--- config.mk ---
export PLATFORM = sky130hd
export DESIGN_NAME = jtbubl_rom_sched_flat
export DESIGN_NICKNAME = d
export VERILOG_FILES = /design/src/rtl/jtbubl_rom_sched_if.sv /design/src/rtl/jtbubl_rom_sched.sv /design/src/flat_wrapper.sv
export SDC_FILE = /design/constraint.sdc
export NUM_CORES = 1
export LEC_CHECK = 0
export ABC_CLOCK_PERIOD_IN_PS = 7970
export CORE_MARGIN = 10
export CORE_UTILIZATION = 35
export CTS_CLUSTER_DIAMETER = 50
export DETAILED_ROUTE_END_ITERATION = 16
export PLACE_DENSITY = 0.67
export SYNTH_ARGS = -nofsm -noshare
export SYNTH_HDL_FRONTEND = slang
export SYNTH_SLANG_ARGS = --single-unit
export TNS_END_PERCENT = 5
--- constraint.sdc ---
create_clock -name clk -period 7.97 [get_ports clk]
set_input_delay 1.9925 -clock clk [delete_from_list [all_inputs] [get_ports clk]]
set_output_delay 1.9925 -clock clk [all_outputs]
set_load 0.01 [all_outputs]
--- src/rtl/jtbubl_rom_sched_if.sv ---
// Bus bundle for the ROM scheduler: four cached read slots plus the SDRAM read port.
// Latency: none, this is a signal container only.
// Backpressure: sdram_ack holds a request; a slot's ok stays low until its fill lands.
interface jtbubl_rom_sched_if #(
    parameter int AW = 22
);
    // Slot side, index 0..3 = main, sub, sound, GFX
    logic [3:0]           slot_cs;
    logic [3:0][AW-1:0]   slot_addr;
    logic [3:0]           slot_ok;
    logic [3:0][31:0]     slot_dout;
    // Video / download status
    logic                 LVBL;
    logic                 downloading;
    // SDRAM side
    logic                 sdram_req;
    logic [AW-1:0]        sdram_addr;
    logic                 sdram_ack;
    logic                 data_rdy;
    logic [31:0]          data_read;
    logic                 refresh_en;

    // Scheduler side
    modport master (
        input  slot_cs, slot_addr, LVBL, downloading, sdram_ack, data_rdy, data_read,
        output slot_ok, slot_dout, sdram_req, sdram_addr, refresh_en
    );

    // Environment side: CPUs, video and the SDRAM controller
    modport slave (
        output slot_cs, slot_addr, LVBL, downloading, sdram_ack, data_rdy, data_read,
        input  slot_ok, slot_dout, sdram_req, sdram_addr, refresh_en
    );
endinterface

--- src/rtl/jtbubl_rom_sched.sv ---
// Four-slot single-word ROM cache with round-robin SDRAM fetch scheduling (GFX can preempt in active video).
// Latency: grant in IDLE at t, sdram_req from t+1; slot ok rises the cycle after data_rdy.
// Backpressure: sdram_req held until sdram_ack; one fetch in flight, misses wait their turn.
module jtbubl_rom_sched #(
    parameter int AW       = 22,
    parameter bit GFX_PRIO = 1'b1
) (
    input  logic               clk,
    input  logic               rstn,
    jtbubl_rom_sched_if.master bus
);

    typedef enum logic [1:0] {
        S_IDLE = 2'd0,
        S_REQ  = 2'd1,
        S_WAIT = 2'd2
    } state_t;

    state_t             r_state;
    state_t             w_state_nxt;

    logic [3:0][AW-1:0] r_tag;
    logic [3:0][31:0]   r_data;
    logic [3:0]         r_valid;
    logic [1:0]         r_ptr;      // last granted slot
    logic [1:0]         r_gnt;      // slot owning the in-flight fetch
    logic [AW-1:0]      r_addr;     // latched fetch address

    logic [3:0]         w_ok;
    logic [3:0]         w_pend;
    logic               w_any_pend;
    logic [1:0]         w_sel;
    logic [1:0]         w_cand;
    logic               w_grant;
    logic               w_fill;

    // Hit detection: a slot is served straight from its entry when the tag matches the live address
    always_comb begin
        w_ok = '0;
        for (int i = 0; i < 4; i++) begin
            w_ok[i] = bus.slot_cs[i] & r_valid[i] & (r_tag[i] == bus.slot_addr[i]);
        end
    end

    assign w_pend     = bus.slot_cs & ~w_ok;
    assign w_any_pend = |w_pend;

    // Winner selection: first pending slot after the last grant, GFX jumps the queue during active video
    always_comb begin
        w_sel  = r_ptr;
        w_cand = r_ptr;
        // Walk from farthest to nearest so the nearest pending slot wins
        for (int k = 4; k >= 1; k--) begin
            w_cand = r_ptr + 2'(k);
            if (w_pend[w_cand]) begin
                w_sel = w_cand;
            end
        end
        if (GFX_PRIO && bus.LVBL && w_pend[3]) begin
            w_sel = 2'd3;
        end
    end

    // Next-state logic: grant only from IDLE, so a fill and the following grant never share a cycle
    always_comb begin
        w_state_nxt = r_state;
        w_grant     = 1'b0;
        w_fill      = 1'b0;
        case (r_state)
            S_IDLE: begin
                if (!bus.downloading && w_any_pend) begin
                    w_grant     = 1'b1;
                    w_state_nxt = S_REQ;
                end
            end
            S_REQ: begin
                if (bus.sdram_ack) begin
                    w_state_nxt = S_WAIT;
                end
            end
            S_WAIT: begin
                if (bus.data_rdy) begin
                    w_fill      = 1'b1;
                    w_state_nxt = S_IDLE;
                end
            end
            default: begin
                w_state_nxt = S_IDLE;
            end
        endcase
    end

    // State register; reset abandons any fetch in flight
    always_ff @(posedge clk or negedge rstn) begin
        if (!rstn) begin
            r_state <= S_IDLE;
        end else begin
            r_state <= w_state_nxt;
        end
    end

    // Grant bookkeeping: address and owner stay frozen until the fetch returns
    always_ff @(posedge clk or negedge rstn) begin
        if (!rstn) begin
            r_addr <= '0;
            r_gnt  <= 2'd0;
            r_ptr  <= 2'd3;
        end else if (w_grant) begin
            r_addr <= bus.slot_addr[w_sel];
            r_gnt  <= w_sel;
            r_ptr  <= w_sel;
        end
    end

    // Cache fill: tag takes the latched address, so a slot that moved on keeps missing
    always_ff @(posedge clk or negedge rstn) begin
        if (!rstn) begin
            r_tag  <= '0;
            r_data <= '0;
        end else if (w_fill) begin
            r_tag[r_gnt]  <= r_addr;
            r_data[r_gnt] <= bus.data_read;
        end
    end

    // Valid bits: a ROM download invalidates everything, including a fill landing that cycle
    always_ff @(posedge clk or negedge rstn) begin
        if (!rstn) begin
            r_valid <= '0;
        end else if (bus.downloading) begin
            r_valid <= '0;
        end else if (w_fill) begin
            r_valid[r_gnt] <= 1'b1;
        end
    end

    assign bus.slot_ok    = w_ok;
    assign bus.slot_dout  = r_data;
    assign bus.sdram_req  = (r_state == S_REQ);
    assign bus.sdram_addr = r_addr;
    // Refresh allowed whenever the scheduler has nothing to do, during download, or while held in reset
    assign bus.refresh_en = ~rstn | bus.downloading | ((r_state == S_IDLE) & ~w_any_pend);

endmodule

--- src/flat_wrapper.sv ---
// flat-port wrapper written by rule: the top's interface ports become plain ports
module jtbubl_rom_sched_flat 
#(
    parameter int AW       = 22,
    parameter bit GFX_PRIO = 1'b1
)
  (clk, rstn, bus_slot_cs, bus_slot_addr, bus_LVBL, bus_downloading, bus_sdram_ack, bus_data_rdy, bus_data_read, bus_slot_ok, bus_slot_dout, bus_sdram_req, bus_sdram_addr, bus_refresh_en);
  jtbubl_rom_sched_if #(.AW(AW)) bus_i ();
  input  logic clk;
  input  logic rstn;
  input wire logic [$bits(bus_i.slot_cs)-1:0] bus_slot_cs;
  input wire logic [$bits(bus_i.slot_addr)-1:0] bus_slot_addr;
  input wire logic [$bits(bus_i.LVBL)-1:0] bus_LVBL;
  input wire logic [$bits(bus_i.downloading)-1:0] bus_downloading;
  input wire logic [$bits(bus_i.sdram_ack)-1:0] bus_sdram_ack;
  input wire logic [$bits(bus_i.data_rdy)-1:0] bus_data_rdy;
  input wire logic [$bits(bus_i.data_read)-1:0] bus_data_read;
  output wire logic [$bits(bus_i.slot_ok)-1:0] bus_slot_ok;
  output wire logic [$bits(bus_i.slot_dout)-1:0] bus_slot_dout;
  output wire logic [$bits(bus_i.sdram_req)-1:0] bus_sdram_req;
  output wire logic [$bits(bus_i.sdram_addr)-1:0] bus_sdram_addr;
  output wire logic [$bits(bus_i.refresh_en)-1:0] bus_refresh_en;
  assign bus_i.slot_cs = bus_slot_cs;
  assign bus_i.slot_addr = bus_slot_addr;
  assign bus_i.LVBL = bus_LVBL;
  assign bus_i.downloading = bus_downloading;
  assign bus_i.sdram_ack = bus_sdram_ack;
  assign bus_i.data_rdy = bus_data_rdy;
  assign bus_i.data_read = bus_data_read;
  assign bus_slot_ok = bus_i.slot_ok;
  assign bus_slot_dout = bus_i.slot_dout;
  assign bus_sdram_req = bus_i.sdram_req;
  assign bus_sdram_addr = bus_i.sdram_addr;
  assign bus_refresh_en = bus_i.refresh_en;
  jtbubl_rom_sched #(.AW(AW), .GFX_PRIO(GFX_PRIO)) u_core (.clk(clk), .rstn(rstn), .bus(bus_i));
endmodule
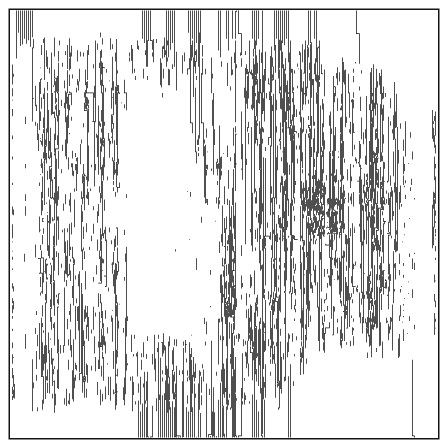
Fig. 1. Met2 routing.
nets with wire on the layer: 1138
main direction: vertical
longest straight run: 80.9 µm
wire length on this layer: 16200 µm
share of all routed wire: 46%

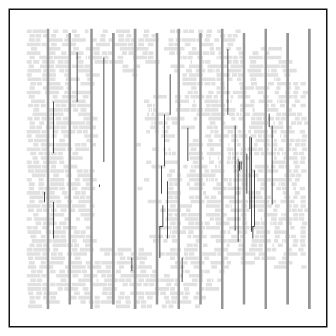
Fig. 2. The metal 4 layer.
Supply wires on this layer in grey. Cells faint in the background.
wire length on this layer: 740 µm
nets with wire on the layer: 14
longest straight run: 65.3 µm
main direction: vertical
share of all routed wire: 2.1%

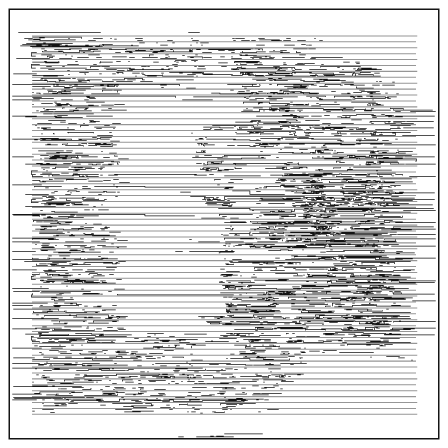
Fig. 3. The metal 1 layer.
Supply wires on this layer in grey.
wire length on this layer: 14600 µm
share of all routed wire: 41%
nets with wire on the layer: 1097
main direction: horizontal
longest straight run: 87.4 µm

==> flow_results.xml <==
<?xml version="1.0" encoding="UTF-8"?>
<metrics>
  <group name="die">
    <metric name="taps" unit="">396</metric>
    <metric name="core_util_floorplan" unit="%">35.6</metric>
  </group>
  <group name="clocking">
    <metric name="cts_num_sinks" unit="">248</metric>
    <metric name="cts.root.buffer_cell" unit="">clkbuf_16</metric>
    <metric name="post_cts.repair.setup_buffers" unit="">0</metric>
  </group>
  <group name="sta">
    <metric name="setup_viol" unit="">0</metric>
    <metric name="finalMaxSlewViolations" unit="">0</metric>
    <metric name="worst_clock_skew" unit="ns">0.0115</metric>
  </group>
  <group name="yosys">
    <metric name="ys_sh_xor" unit="%">7.04</metric>
    <metric name="simple_gate_area_share" unit="%">4.80</metric>
    <metric name="synthArstFlopShare" unit="%">100</metric>
    <metric name="ys_top_cells_by_area" unit="">dfrtp_1 (56%), mux2_2 (23%), mux2i_1 (4.0%), xor2_1 (3.7%), xnor2_1 (3.4%)</metric>
    <metric name="synth-adder-area-share" unit="%">0</metric>
    <metric name="synthDominantAreaCellType" unit="">dfrtp_1</metric>
    <metric name="synth.lib_cells_used.distinct" unit="">42</metric>
  </group>
  <group name="final_layout">
    <metric name="flop_area" unit="µm²">6210</metric>
    <metric name="fin_util" unit="%">49.7</metric>
    <metric name="nMultiInputCombCells" unit="">490</metric>
    <metric name="final_layout_top_logic_cell" unit="">clkdlybuf4s50_1</metric>
    <metric name="multi_input_comb_area" unit="µm²">4550</metric>
    <metric name="final.signal_inverter_count" unit="">6</metric>
    <metric name="flops" unit="">248</metric>
    <metric name="n_fill_cell" unit="">2777</metric>
  </group>
  <group name="placement">
    <metric name="placed_cells" unit="">1438</metric>
    <metric name="detailedPlace.worstSlack" unit="ns">0.340</metric>
    <metric name="placed_cell_area" unit="µm²">14200</metric>
  </group>
  <group name="power_and_ir_drop">
    <metric name="power.internal" unit="mW">3.95</metric>
    <metric name="seq_power" unit="mW">2.21</metric>
    <metric name="max-vdd-ir-drop" unit="V">0.000277</metric>
    <metric name="power.group.top" unit="">combinational logic</metric>
    <metric name="p_leak" unit="nW">6.74</metric>
    <metric name="p_total" unit="mW">5.84</metric>
  </group>
  <group name="grt">
    <metric name="grt.busiest_layer" unit="">met2</metric>
    <metric name="first_pass_grt_wire_length" unit="mm">53.2</metric>
    <metric name="maximum_number_of_pins_on_one_net_before_global_route_repair" unit="">83</metric>
    <metric name="globalRoute.totalOverflow" unit="">0</metric>
    <metric name="globalRouteTotalUtil" unit="%">17.9</metric>
  </group>
  <group name="critical_path">
    <metric name="timing.critical_path.slowest_stage_cell" unit="">clkdlybuf4s50_1</metric>
    <metric name="crit_cells" unit="">8</metric>
    <metric name="critical_path.endpoint_type" unit="">output pin</metric>
    <metric name="startpoint" unit="">bus_slot_addr[52]</metric>
    <metric name="critical_path_class" unit="">primary input to output pin</metric>
    <metric name="r2r_start" unit="">u_core.r_tag[52]</metric>
    <metric name="worst-endpoint-arrival" unit="ns">5.62</metric>
  </group>
  <group name="run">
    <metric name="warning_count" unit="">26</metric>
    <metric name="cap_violations" unit="">0</metric>
  </group>
  <group name="routing">
    <metric name="drc" unit="">0</metric>
    <metric name="dr_wl_met3" unit="mm">4.00</metric>
  </group>
  <group name="outcome">
    <metric name="run_status" unit="">finished clean</metric>
  </group>
</metrics>
No activity file was given, so power comes from the tool's default toggle rates.
